### src/rtl/nic.sv
`default_nettype none
// ============================================================================
// Module   : nic
// Purpose  : Network interface between a processor register port and a
//            router channel pair. One-entry input buffer (router -> processor)
//            and one-entry output buffer (processor -> router). The two
//            buffers operate independently and can be active in the same
//            cycle.
//
// Ports    : clk          system clock, rising-edge active
//            reset        synchronous active-high reset
//            addr         register select: 00 in_buf, 01 in status,
//                         10 out_buf, 11 out status
//            d_in         processor write data
//            d_out        processor read data (combinational)
//            nicEn        processor access enable
//            nicWrEn      1 = write, 0 = read (qualified by nicEn)
//            net_si       router send request on the input channel
//            net_ri       NIC ready to accept on the input channel
//            net_di       packet from the router
//            net_so       NIC send on the output channel
//            net_ro       router ready to accept from the NIC
//            net_do       packet to the router
//            net_polarity router even/odd phase, matched against VC bit
//
// Revision : 1.0  initial release
// ============================================================================
module nic (
    input  logic        clk,
    input  logic        reset,
    input  logic [0:1]  addr,
    input  logic [0:63] d_in,
    output logic [0:63] d_out,
    input  logic        nicEn,
    input  logic        nicWrEn,
    input  logic        net_si,
    output logic        net_ri,
    input  logic [0:63] net_di,
    output logic        net_so,
    input  logic        net_ro,
    output logic [0:63] net_do,
    input  logic        net_polarity
);

    localparam logic [0:1] C_ADDR_IN_BUF  = 2'b00;
    localparam logic [0:1] C_ADDR_IN_STAT = 2'b01;
    localparam logic [0:1] C_ADDR_OUT_BUF = 2'b10;
    localparam logic [0:1] C_ADDR_OUT_STAT = 2'b11;

    logic [0:63] r_in_buf;
    logic        r_in_full;
    logic [0:63] r_out_buf;
    logic        r_out_full;

    logic        w_rd;
    logic        w_wr;
    logic        w_fill;
    logic        w_drain;
    logic        w_load_out;
    logic        w_send;

    assign w_rd = nicEn & ~nicWrEn;
    assign w_wr = nicEn &  nicWrEn;

    // Ready only when empty, so a fill and a drain can never share a cycle.
    assign net_ri  = ~r_in_full;
    assign w_fill  = net_si & net_ri;
    assign w_drain = w_rd & (addr == C_ADDR_IN_BUF) & r_in_full;

    // out_buf[0] is the packet VC bit; it must match the router phase.
    assign w_send     = r_out_full & net_ro & (r_out_buf[0] == net_polarity);
    // A write while full is dropped, even in the cycle the buffer empties.
    assign w_load_out = w_wr & (addr == C_ADDR_OUT_BUF) & ~r_out_full;

    assign net_so = w_send;
    assign net_do = r_out_buf;

    always_ff @(posedge clk) begin
        if (reset) begin
            r_in_buf   <= '0;
            r_in_full  <= 1'b0;
            r_out_buf  <= '0;
            r_out_full <= 1'b0;
        end else begin
            if (w_fill) begin
                r_in_buf  <= net_di;
                r_in_full <= 1'b1;
            end else if (w_drain) begin
                r_in_full <= 1'b0;
            end

            if (w_send) begin
                r_out_full <= 1'b0;
            end else if (w_load_out) begin
                r_out_buf  <= d_in;
                r_out_full <= 1'b1;
            end
        end
    end

    always_comb begin
        d_out = '0;
        if (w_rd) begin
            case (addr)
                C_ADDR_IN_BUF:   d_out = r_in_buf;
                C_ADDR_IN_STAT:  d_out = {63'b0, r_in_full};
                C_ADDR_OUT_STAT: d_out = {63'b0, r_out_full};
                default:         d_out = '0;
            endcase
        end
    end

endmodule
`default_nettype wire

### config.mk
export PLATFORM = sky130hd
export DESIGN_NAME = nic
export DESIGN_NICKNAME = d
export VERILOG_FILES = /design/src/rtl/nic.sv
export SDC_FILE = /design/constraint.sdc
export NUM_CORES = 1
export LEC_CHECK = 0
export ABC_CLOCK_PERIOD_IN_PS = 1500
export CORE_MARGIN = 2
export CORE_UTILIZATION = 40
export DETAILED_ROUTE_END_ITERATION = 7
export HOLD_SLACK_MARGIN = 0.05
export PLACE_DENSITY = 0.88
export SLEW_MARGIN = 20
export SYNTH_ARGS = -nofsm -noshare
export SYNTH_HDL_FRONTEND = slang
export SYNTH_SLANG_ARGS = --single-unit
### constraint.sdc
create_clock -name clk -period 1.5 [get_ports clk]
set_clock_uncertainty 0.2 [all_clocks]
set_input_delay 0.225 -clock clk [delete_from_list [all_inputs] [get_ports clk]]
set_output_delay 0.225 -clock clk [all_outputs]
set_load 0.1 [all_outputs]
==> results.sh, run 1 <==
# flow metrics
export IMPL_finalSetupViolCount=70
export IMPL_syn_inst=643
export IMPL_reg2reg_depth=5
export IMPL_cts_clk_slew_worst_paths_ns=0.05
export IMPL_max_freq_mhz=516
export IMPL_grt_max_degree=45
export IMPL_rsz0062_at_grt="yes"
export IMPL_post_route_drc_count=0
export IMPL_yosys_warnings=0
export IMPL_gp_congestion=0.810
export IMPL_cp_start_kind="primary input"
export IMPL_fin_ws_ns=-0.436
export IMPL_critPathLaunch="addr[1]"
export IMPL_final_core_util_pct=79.6
export IMPL_placed_cells=1072
export IMPL_place_hpwl_um=12800
export IMPL_cts_root_buf="clkbuf_16"
export IMPL_r2r_start="r_in_full"
export IMPL_logic_gates=463
export IMPL_rows=43
export IMPL_status="finished with violations"
export IMPL_crit_path_end_kind="primary output"
export IMPL_syn_nets=780
export IMPL_common_cells="dfxtp_1 (130), nand2_1 (129), nand2b_1 (129), mux2i_1 (65), a21oi_1 (64)"
export IMPL_fillers=729
export IMPL_r2r_slack_ns=0.07
export IMPL_flops=130
export IMPL_tool_warnings=30
export IMPL_inv_count=2
export IMPL_violations="negative setup slack"
export IMPL_area_leaders="dfxtp_1 (46%), nand2b_1 (14%), mux2i_1 (11%)"
export IMPL_fin_nets=1072
export IMPL_grt_pass1_vias=5845
export IMPL_syn2layout_area_growth_pct=93.9
export IMPL_via_per_inst=4.98
export IMPL_antenna_cells=0
-- run 1: power by group --
group          switching (mW)  leakage (nW)  internal [mW]
Sequential              0.103          1.06           3.59
Combinational           0.823          2.92          0.814
Clock                    1.50         0.302           2.78
-- run 1: worst max-delay path: stages --
cell,delay (ns)
buf_6,0.09
nand2b_4,0.14
nor3_4,0.21
buf_6,0.14
buf_6,0.10
buf_6,0.12
buf_16,0.14
and2_4,0.16
buf_12,0.17
-- run 1: routing by layer --
| layer | global-route usage (%) | wire (µm) | vias to the layer above |
|---|---|---|---|
| met4 | 13.1 | 770 | 0 |
| met1 | 28.6 | 7280 | 2631 |
| li1 | - | - | 2626 |
| met3 | 11.3 | 2210 | 52 |
| met2 | 44.6 | 9940 | 306 |
| met5 | 0 | 0 | - |
Fig. 1: run 1, layout detail
Bar = 10 µm. Region (73, 11) to (113, 51) µm. Cells in grey, sequential cells in the stronger grey; small squares are vias.
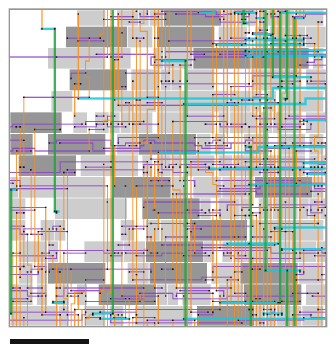
colour	layer
purple	met1
green	met4
orange	met2
cyan	met3
most frequent	nand2_1 (38), clkdlybuf4s50_1 (21), dfxtp_1 (20)
netlist names of flops here include	r_in_buf (21)
sequential cells in the window	21
cells with their middle in the window	142

Fig. 2: run 1, gate families picked out
Bar = 20 µm.
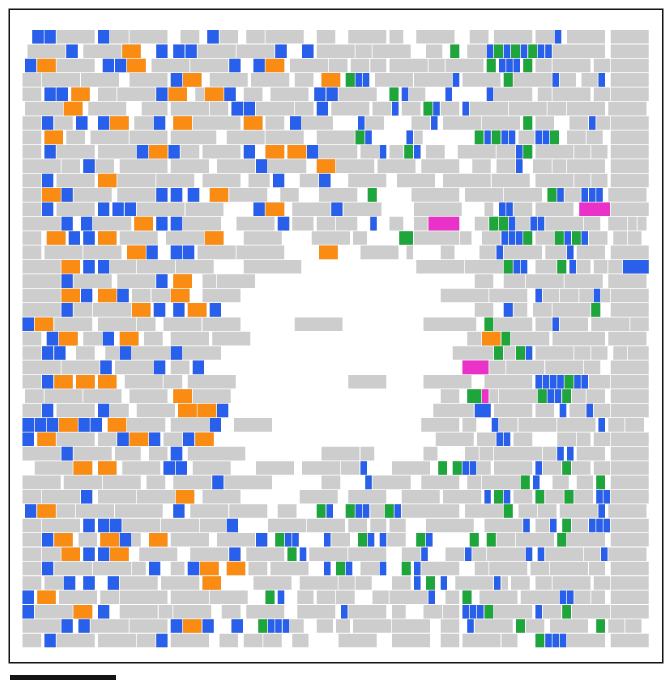
colour	family	cells
blue	NAND gates	260
orange	multiplexers	65
magenta	NOR gates	4
green	inverting AOI/OAI gates	67

Fig. 3: run 1, metal 1
Bar = 20 µm. Supply wires on this layer in grey.
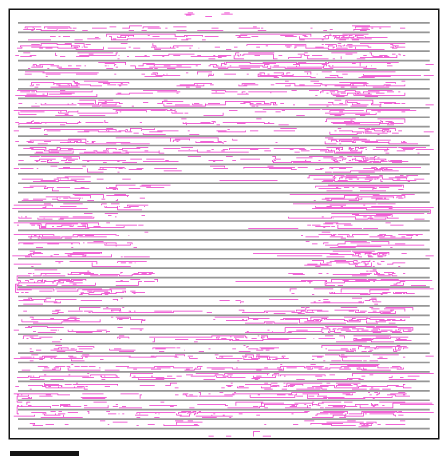
main direction	horizontal
share of all routed wire	36%
longest straight run	34.0 µm
wire length on this layer	7280 µm
nets with wire on the layer	927
GR Layer Usage met1: 28.6%
vias after detailed routing: 5615
total routed wirelength: 20200 µm

==> run 1 -> run 2 <==
Settings changed: SLEW_MARGIN 20 to 30.
==> run 2 against run 1 <==
The run still ends with negative setup slack left. Hold slack is the same. Synthesized cell count did not move. Via count did not move. Critical path depth did not move. Sequential cell count did not move. Core utilization is the same. Highest routed layer unchanged.
==> results.sh, run 2 <==
# flow metrics
export IMPL_violations="negative setup slack"
export IMPL_crit_slowest_cell="nor3_4"
export IMPL_place_hpwl_um=12800
export IMPL_r2r_slack_ns=0.07
export IMPL_slew_violations=0
export IMPL_cts_tree="yes"
export IMPL_final_core_util_pct=79.6
export IMPL_cp_start_kind="primary input"
export IMPL_post_route_drc_count=0
export IMPL_vias=5615
export IMPL_grt_max_degree=45
export IMPL_worst_path_buf_inv=6
export IMPL_area_leaders="dfxtp_1 (46%), nand2b_1 (14%), mux2i_1 (11%)"
export IMPL_via_per_inst=4.98
export IMPL_antenna_cells=0
export IMPL_fin_nets=1072
export IMPL_rows=43
export IMPL_r2r_start="r_in_full"
export IMPL_path_depth=9
export IMPL_cp_cell_sequence="buf_6 > nand2b_4 > nor3_4 > buf_6 > buf_6 > buf_6 > buf_16 > and2_4 > buf_12"
export IMPL_reg2reg_depth=5
export IMPL_crit_path_end_kind="primary output"
export IMPL_max_freq_mhz=516
export IMPL_die_y_um=123
export IMPL_wl_um=20200
export IMPL_status="finished with violations"
export IMPL_yosys_warnings=0
export IMPL_dieArea_um2=15200
export IMPL_syn_nets=780
export IMPL_syn2layout_area_growth_pct=93.9
export IMPL_p_total_mw=9.61
export IMPL_pre_cts_ws_ns=-0.572
export IMPL_finalSetupViolCount=70
export IMPL_crit_top_cell="buf_6"
export IMPL_critPathLaunch="addr[1]"
export IMPL_rsz0062_at_grt="yes"
export IMPL_gp_congestion=0.810
export IMPL_grt_pass1_vias=5845
export IMPL_cpPeakStageDelay_ns=0.21
export IMPL_cts_clk_slew_worst_paths_ns=0.05
export IMPL_tool_warnings=30
export IMPL_ys_cells=643
export IMPL_fin_ws_ns=-0.436
export IMPL_syn_inst=643
export IMPL_slew_limit_headroom_pct=85.8
export IMPL_cts_root_buf="clkbuf_16"
export IMPL_ys_sh_xor_pct=0.154
==> run 2: cell counts after synthesis <==
No cell type changed its count.
==> run 2: report_power, final <==
group / internal [mW] / total [mW] / switching, mW
registers: 3.59 / 3.70 / 0.103
logic: 0.814 / 1.64 / 0.823
clock network: 2.78 / 4.28 / 1.50
==> run 2: per-layer routing <==
metal | vias to the layer above | global-route usage [%] | wire, µm
met3 | 52 | 11.3 | 2210
met2 | 306 | 44.6 | 9940
met5 | - | 0 | 0
met4 | 0 | 13.1 | 770
met1 | 2631 | 28.6 | 7280
li1 | 2626 | - | -
==> run 2: area by class of cell <==
cell class	count	area (µm²)
fillers	729	2830
multi-input cells	463	2930
clock buffers	22	484
repair buffers	321	4660
well taps	180	225
flip-flops and latches	130	2610
clock inverters	10	130
inverters	2	10.0
Fig. 4: run 2, congestion heat map
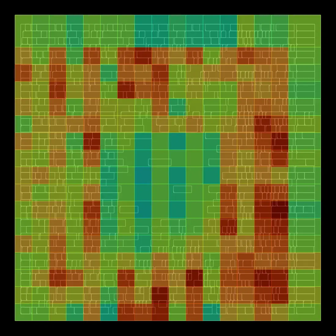
GR Util met3: 11.3%
busiest grt layer: met2
drt wl/cell: 17.9 µm
met2 Track Usage GR: 44.6%

==> run 2 -> run 3 <==
Settings changed: CTS_CLUSTER_DIAMETER set to 40, GPL_TIMING_DRIVEN set to 1.
==> run 3 against run 2 <==
The run still ends with negative setup slack left. Final cell count did not move. Clock-buffer cell count unchanged. Die size unchanged. Non-clock buffer count is the same. Setup slack is the same. Sequential power hardly changed. Fmax unchanged. Sequential cell count is the same. Design area did not move. Sequential share of layout area unchanged. Critical endpoint unchanged.
==> results.sh, run 3 <==
# flow metrics
export IMPL_status="finished with violations"
export IMPL_violations="negative setup slack"
export IMPL_fin_ws_ns=-0.436
export IMPL_cpPeakStageDelay_ns=0.21
export IMPL_finalSetupViolCount=70
export IMPL_pre_cts_ws_ns=-0.572
export IMPL_clockPowerShare_pct=44.5
export IMPL_rows=43
export IMPL_via_per_inst=4.98
export IMPL_place_hpwl_um=12800
export IMPL_final_core_util_pct=79.6
export IMPL_crit_slowest_cell="nor3_4"
export IMPL_grt_pass1_vias=5845
export IMPL_cts_root_buf="clkbuf_16"
export IMPL_syn_nets=780
export IMPL_fin_nets=1072
export IMPL_syn_inst=643
export IMPL_vias=5615
export IMPL_p_int_mw=7.18
export IMPL_p_total_mw=9.61
export IMPL_switching_power_mw=2.43
export IMPL_tool_warnings=30
## run 3: cell counts after synthesis
No cell type changed its count.
## run 3: worst paths after layout
check          startpoint           end  slack, ns  cells after the start
max               addr[1]     d_out[20]      -0.44                      9
min                 reset    net_do[55]       0.08                      3
max reg2reg     r_in_full  r_in_buf[10]       0.07                      5
min reg2reg  r_in_buf[58]  r_in_buf[58]       0.25                      2
## run 3: timing repair
item                                    in CTS  in global routing
cloned                                       5                  1
pin swaps                                   48                  3
hold buffers                                 0                  0
resized                                     84                 13
endpoints found under the setup margin     130                 68
buffers inserted                            15                  8
## run 3: area by class of cell
type / count / area [µm²]
multi-input cells: 463 / 2930
flip-flops and latches: 130 / 2610
fillers: 729 / 2830
inverters: 2 / 10.0
clock buffers: 22 / 484
clock inverters: 10 / 130
well taps: 180 / 225
repair buffers: 321 / 4660
Fig. 5: run 3, the metal 3 layer
Bar = 20 µm. Cells faint in the background.
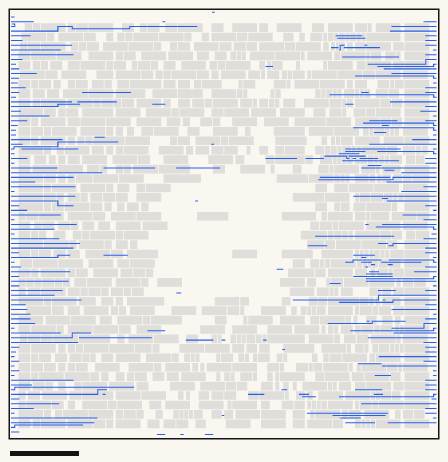
wire length on this layer	2210 µm
main direction	horizontal
nets with wire on the layer	220

No activity file was given, so power comes from the tool's default toggle rates.
